==> src/rtl/adder_pkg.sv <==
// adder_pkg: shared types and constants for the nibble-serial adder.
//   nsa_state_t : controller state (IDLE, RUN, DONE)
//   NIBBLE_W    : bits consumed per RUN cycle
package adder_pkg;

  typedef enum logic [1:0] {
    IDLE = 2'd0,
    RUN  = 2'd1,
    DONE = 2'd2
  } nsa_state_t;

  localparam int NIBBLE_W = 4;

endpackage

==> src/rtl/four_bit_adder.sv <==
// four_bit_adder: combinational 4-bit adder with carry in/out.
//   a, b : 4-bit addends
//   cin  : carry in
//   sum  : 4-bit result
//   cout : carry out of bit 3
module four_bit_adder (
  input  logic [3:0] a,
  input  logic [3:0] b,
  input  logic       cin,
  output logic [3:0] sum,
  output logic       cout
);

  // Five-bit add so the carry falls out as the top bit.
  assign {cout, sum} = {1'b0, a} + {1'b0, b} + {4'd0, cin};

endmodule

==> src/rtl/nibble_serial_adder.sv <==
// nibble_serial_adder: adds two WIDTH-bit operands one nibble per cycle through
// a single four_bit_adder, carrying between nibbles in a register.
//   clk, rst_n           : clock, synchronous active-low reset
//   in_valid / in_ready  : operand handshake (op_a, op_b, carry_in)
//   out_valid / out_ready: result handshake (sum, carry_out, overflow)
//   sum                  : op_a + op_b + carry_in mod 2**WIDTH
//   carry_out            : carry out of the MSB nibble
//   overflow             : two's complement overflow
module nibble_serial_adder
  import adder_pkg::*;
#(
  parameter int WIDTH = 16
) (
  input  logic             clk,
  input  logic             rst_n,
  input  logic             in_valid,
  output logic             in_ready,
  input  logic [WIDTH-1:0] op_a,
  input  logic [WIDTH-1:0] op_b,
  input  logic             carry_in,
  output logic             out_valid,
  input  logic             out_ready,
  output logic [WIDTH-1:0] sum,
  output logic             carry_out,
  output logic             overflow
);

  localparam int NIB   = WIDTH / NIBBLE_W;
  localparam int CNT_W = (NIB > 1) ? $clog2(NIB) : 1;

  generate
    if (((WIDTH % NIBBLE_W) != 0) || (WIDTH < NIBBLE_W)) begin : g_bad_width
      $error("nibble_serial_adder: WIDTH must be a multiple of 4 and >= 4");
    end
  endgenerate

  nsa_state_t       state_q, state_d;
  logic [WIDTH-1:0] a_q, a_d;
  logic [WIDTH-1:0] b_q, b_d;
  logic [WIDTH-1:0] sum_q, sum_d;
  logic             carry_q, carry_d;
  logic             a_msb_q, a_msb_d;
  logic             b_msb_q, b_msb_d;
  logic             cout_q, cout_d;
  logic             ovf_q, ovf_d;
  logic [CNT_W-1:0] cnt_q, cnt_d;

  logic [3:0]       add_sum;
  logic             add_cout;

  four_bit_adder u_adder (
    .a    (a_q[3:0]),
    .b    (b_q[3:0]),
    .cin  (carry_q),
    .sum  (add_sum),
    .cout (add_cout)
  );

  assign in_ready  = (state_q == IDLE) && rst_n;
  assign out_valid = (state_q == DONE);
  assign sum       = sum_q;
  assign carry_out = cout_q;
  assign overflow  = ovf_q;

  // Next-state and datapath update for the IDLE/RUN/DONE sequence.
  always_comb begin
    state_d = state_q;
    a_d     = a_q;
    b_d     = b_q;
    sum_d   = sum_q;
    carry_d = carry_q;
    a_msb_d = a_msb_q;
    b_msb_d = b_msb_q;
    cout_d  = cout_q;
    ovf_d   = ovf_q;
    cnt_d   = cnt_q;
    case (state_q)
      IDLE: begin
        if (in_valid && in_ready) begin
          a_d     = op_a;
          b_d     = op_b;
          carry_d = carry_in;
          a_msb_d = op_a[WIDTH-1];
          b_msb_d = op_b[WIDTH-1];
          cnt_d   = {CNT_W{1'b0}};
          state_d = RUN;
        end else begin
          state_d = IDLE;
        end
      end
      RUN: begin
        a_d     = a_q >> NIBBLE_W;
        b_d     = b_q >> NIBBLE_W;
        // New nibble enters at the top; after NIB cycles nibble 0 sits at the bottom.
        sum_d   = WIDTH'({add_sum, sum_q} >> NIBBLE_W);
        carry_d = add_cout;
        cnt_d   = cnt_q + {{(CNT_W-1){1'b0}}, 1'b1};
        if (cnt_q == CNT_W'(NIB - 1)) begin
          state_d = DONE;
          cout_d  = add_cout;
          // Overflow: like-signed operands giving a result of the other sign.
          ovf_d   = (a_msb_q == b_msb_q) && (sum_d[WIDTH-1] != a_msb_q);
        end else begin
          state_d = RUN;
        end
      end
      DONE: begin
        if (out_ready) begin
          state_d = IDLE;
        end else begin
          state_d = DONE;
        end
      end
      default: begin
        state_d = IDLE;
      end
    endcase
  end

  // State register with synchronous active-low reset.
  always_ff @(posedge clk) begin
    if (!rst_n) begin
      state_q <= IDLE;
      a_q     <= {WIDTH{1'b0}};
      b_q     <= {WIDTH{1'b0}};
      sum_q   <= {WIDTH{1'b0}};
      carry_q <= 1'b0;
      a_msb_q <= 1'b0;
      b_msb_q <= 1'b0;
      cout_q  <= 1'b0;
      ovf_q   <= 1'b0;
      cnt_q   <= {CNT_W{1'b0}};
    end else begin
      state_q <= state_d;
      a_q     <= a_d;
      b_q     <= b_d;
      sum_q   <= sum_d;
      carry_q <= carry_d;
      a_msb_q <= a_msb_d;
      b_msb_q <= b_msb_d;
      cout_q  <= cout_d;
      ovf_q   <= ovf_d;
      cnt_q   <= cnt_d;
    end
  end

endmodule
==> config.mk <==
export PLATFORM = sky130hd
export DESIGN_NAME = nibble_serial_adder
export DESIGN_NICKNAME = d
export VERILOG_FILES = /design/src/rtl/adder_pkg.sv /design/src/rtl/four_bit_adder.sv /design/src/rtl/nibble_serial_adder.sv
export SDC_FILE = /design/constraint.sdc
export NUM_CORES = 1
export LEC_CHECK = 0
export ABC_CLOCK_PERIOD_IN_PS = 1820
export CORE_ASPECT_RATIO = 0.5
export CORE_MARGIN = 4
export CORE_UTILIZATION = 49
export DETAILED_ROUTE_END_ITERATION = 7
export GPL_TIMING_DRIVEN = 0
export PLACE_DENSITY = 0.79
export SLEW_MARGIN = 20
export SYNTH_ARGS = -nofsm -noshare
export SYNTH_HDL_FRONTEND = slang
export SYNTH_HIERARCHICAL = 1
export SYNTH_SLANG_ARGS = --single-unit
==> constraint.sdc <==
create_clock -name clk -period 1.82 [get_ports clk]
set_input_delay 0.546 -clock clk [delete_from_list [all_inputs] [get_ports clk]]
set_output_delay 0.546 -clock clk [all_outputs]
set_load 0.02 [all_outputs]
==> run_results.csv <==
group,metric,value,unit
logic_synthesis,postSynthSeqShare,48.95,%
detailed_routing,dr.pass1.iters,4,
worst_setup_path,max_stage_delay,0.33,ns
worst_hold_path,hold_end,"sum[1]",
global_routing,grt.met1_usage,25.97,%
logic_synthesis,netlist_instances,279,
logic_synthesis,ys_warn_count,6,
flow_run,warning_count,26,
worst_hold_path,hold_path.class,"reg2reg",
detailed_routing,wl_met1,2728,µm
place,portBuffers,56,
final_layout,layout.cells.most_common,"dfxtp_1",
worst_setup_path,required,1.27,ns
final_layout,layout-drive-gt1-share,11.36,%
final_layout,diodes,0,
global_routing,grt_max_degree,11,
cts,h-tree-depth,3,
power,power_density,947.0,nW/µm²
logic_synthesis,largest_area_cell,"dfxtp_1",
global_routing,grt_pass1_wl,10030,µm
cts,cts_tree,"built",
worst_setup_path,regToRegSetupSlack,0.14,ns
place,gp_congestion,0.8404,
logic_synthesis,ys_types,30,
detailed_routing,drt_iter0_drc,107,
worst_setup_path,cpMaxStageDelayCell,"dfxtp_1",
outcome,outcome,"finished clean",
worst_hold_path,hp-start,"sum[1]",
logic_synthesis,syn-cell-area,2331,µm²
final_timing,setup_viol,0,
final_timing,finalSetupTns,0,ns
global_routing,use_met3,7.692,%
worst_setup_path,cp_max_fo,10,
worst_hold_path,holdPathStages,2,
global_routing,grt_pass1_vias,2171,
logic_synthesis,synth_area_per_cell,8.355,µm²
place,place_ws,-0.6951,ns
power,ir_drop,0.5300,mV
logic_synthesis,ys_area,2331,µm²
final_layout,final_util,70.59,%
final_timing,fmax,0.5803,GHz
final_timing,whs,0.4525,ns
global_routing,track_usage,21.36,%
power,power.leakage,0.001276,µW
detailed_routing,finalWirelength,6030,µm
final_layout,fin_cells,418,
final_timing,worstMarginPinSlew,0.4735,ns
detailed_routing,vias,2233,
final_timing,hold_violations,0,
global_routing,gr-total-overflow,0,
final_layout,area_delta_synth_final,35.91,%
logic_synthesis,ys_seq_elements,57,
final_layout,finalNetCount,390,
die,initial_core_util,51.94,%
flow_run,drv_cap,0,
final_timing,min_period_over_period,94.68,%
detailed_routing,topRoutingLayerUsed,"met4",
final_timing,rsz0062_at_grt,"false",
detailed_routing,met2WireLength,2800,µm
logic_synthesis,top_area_share,48.95,%
worst_setup_path,path_cells,"buf_6 > nor2b_1 > buf_2",
cts,clkTransAtPathRegs,0.07,ns
logic_synthesis,flop_cell,"dfxtp_1",
final_timing,fin_crit,1.723,ns
final_timing,fin_ws,0.09686,ns
logic_synthesis,yosysCellCount,279,
logic_synthesis,area_leaders,"dfxtp_1 (49%), a21oi_1 (11%), nand2_1 (8.5%), o21ai_0 (6.0%), o22ai_1 (5.9%)",
worst_setup_path,crit_type,"reg2out",
worst_setup_path,arrival,1.18,ns
die,num_io_pins,57,
cts,cts_sinks,57,
die,chipArea,5992,µm²
logic_synthesis,syn_nets,322,
place,dp_cells,401,
cts,cts_buffer_depth,2,
cts,numCtsBuffers,9,
worst_setup_path,critPathCapture,"out_valid",
die,row_count,17,
worst_setup_path,r2r_end,"carry_out",
detailed_routing,ant_nets,0,
cts,cts-root-buf,"clkbuf_8",
[through the flow]
stage,total power [µW],area [µm²]
final,3000,3168
after global routing,3144,3168
after detailed placement,1858,2974
after global placement,1846,2974
after CTS,2998,3149
after floorplan,1669,2331
[state kept, by name, summed over array words and instances (netlist names), 2 cells and up]
name and count:
cnt_q 2, b_q 16, state_q 2, a_q 16
sum 16
[critical path: cells and delay by family (launching register included)]
family                 cells  cell delay (ns)
AND/OR/NAND/NOR            1             0.17
flip-flops                 1             0.33
buffers and inverters      2             0.34
[synth_stat cells (2+ instances only)]
master / instances
a21oi_1: 53
buf_2: 6
xnor2_1: 2
o2bb2ai_1: 3
nand2_1: 53
o21ai_0: 28
nor2b_1: 4
clkinv_1: 2
ha_1: 4
nand2b_1: 3
clkbuf_1: 8
o22ai_1: 22
fa_1: 2
nor2_1: 5
nand3b_1: 2
dfxtp_1: 57
inv_1: 5
nand3_1: 5
buf_4: 4
[kinds of logic (layout without fill, tap and decap cells)]
logic type                 count (synthesis)  after routing  synth area share [%]
DFF                                       57             57                 48.95
adders and majority gates                  6              6                 3.865
AOI/OAI and AO/OA                        111            111                 26.19
xor gates and xnor gates                   2              2                0.7516
buffers and inverters                     27            100                 5.690
and+or+nand+nor                           76             76                 14.55
[report_power, final]
group,leakage [µW],switching (µW),internal (µW)
clock network,0.0000953,493,664
registers,0.000468,51.5,1330
logic,0.000713,240,220
[timing repair]
item	in CTS	in global routing
hold buffers	0	0
setup endpoints to repair	19	5
pin swaps	0	0
gates resized	29	8
buffers inserted	0	1
[cell type report]
type	instances	area (µm²)
Tap cell	66	82.58
Clock buffer	11	141.4
Fill cell	381	1320
Clock inverter	5	55.05
Sequential cell	57	1144
Buffer	20	106.4
Multi-Input combinational cell	195	1070
Inverter	7	28.78
Timing Repair Buffer	57	540.5
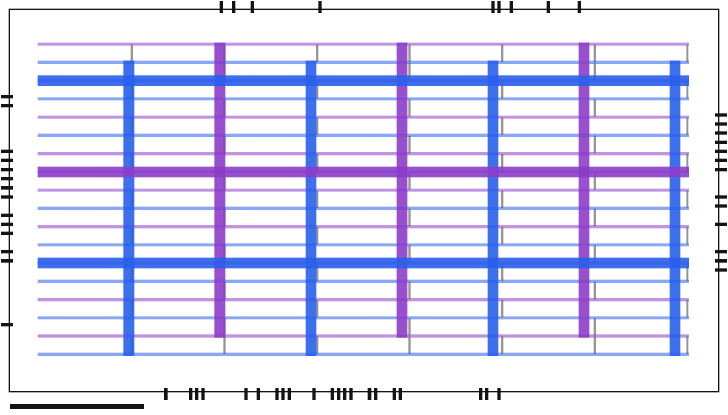
power_grid.png
The bar under the picture is 20 µm long. Pins as bars on the die edge. Tap cells in gray.
| color | net |
|---|---|
| blue | VSS |
| purple | VDD |
met4 straps: 7
met1 rails: 18
met5 straps: 3
rows: 17
core area: 4488 µm²
chip width: 105.5 µm
chip height: 56.77 µm

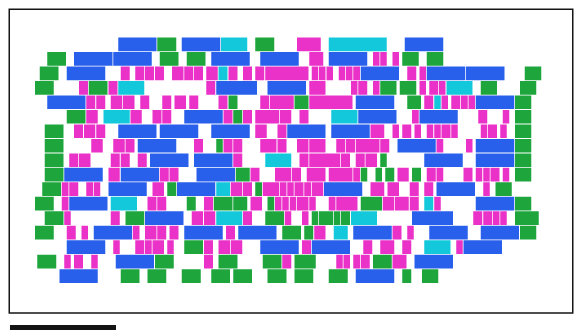
placement_by_type.png
The bar under the picture is 20 µm long.
| color | class | cells |
|---|---|---|
| blue | flops | 57 |
| magenta | combinational and other logic | 202 |
| green | other buffers and delay cells | 77 |
| cyan | clock drivers and dummy loads | 16 |

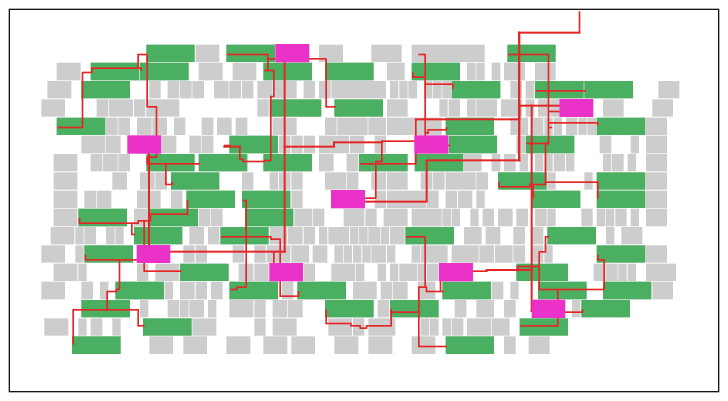
clk_routes.png
[red] clock wires | length: 677 µm
[magenta] clock drivers | count: 9
[green] flip-flops | count: 57
flops lie: all over the die
insertion delay to the later sink of the worst-skew pair: 0.34 ns
P_clk: 1160 µW
clk_skew: 0.007529 ns
Clock power frac: 38.6%

Power and IR drop assume default switching activity.
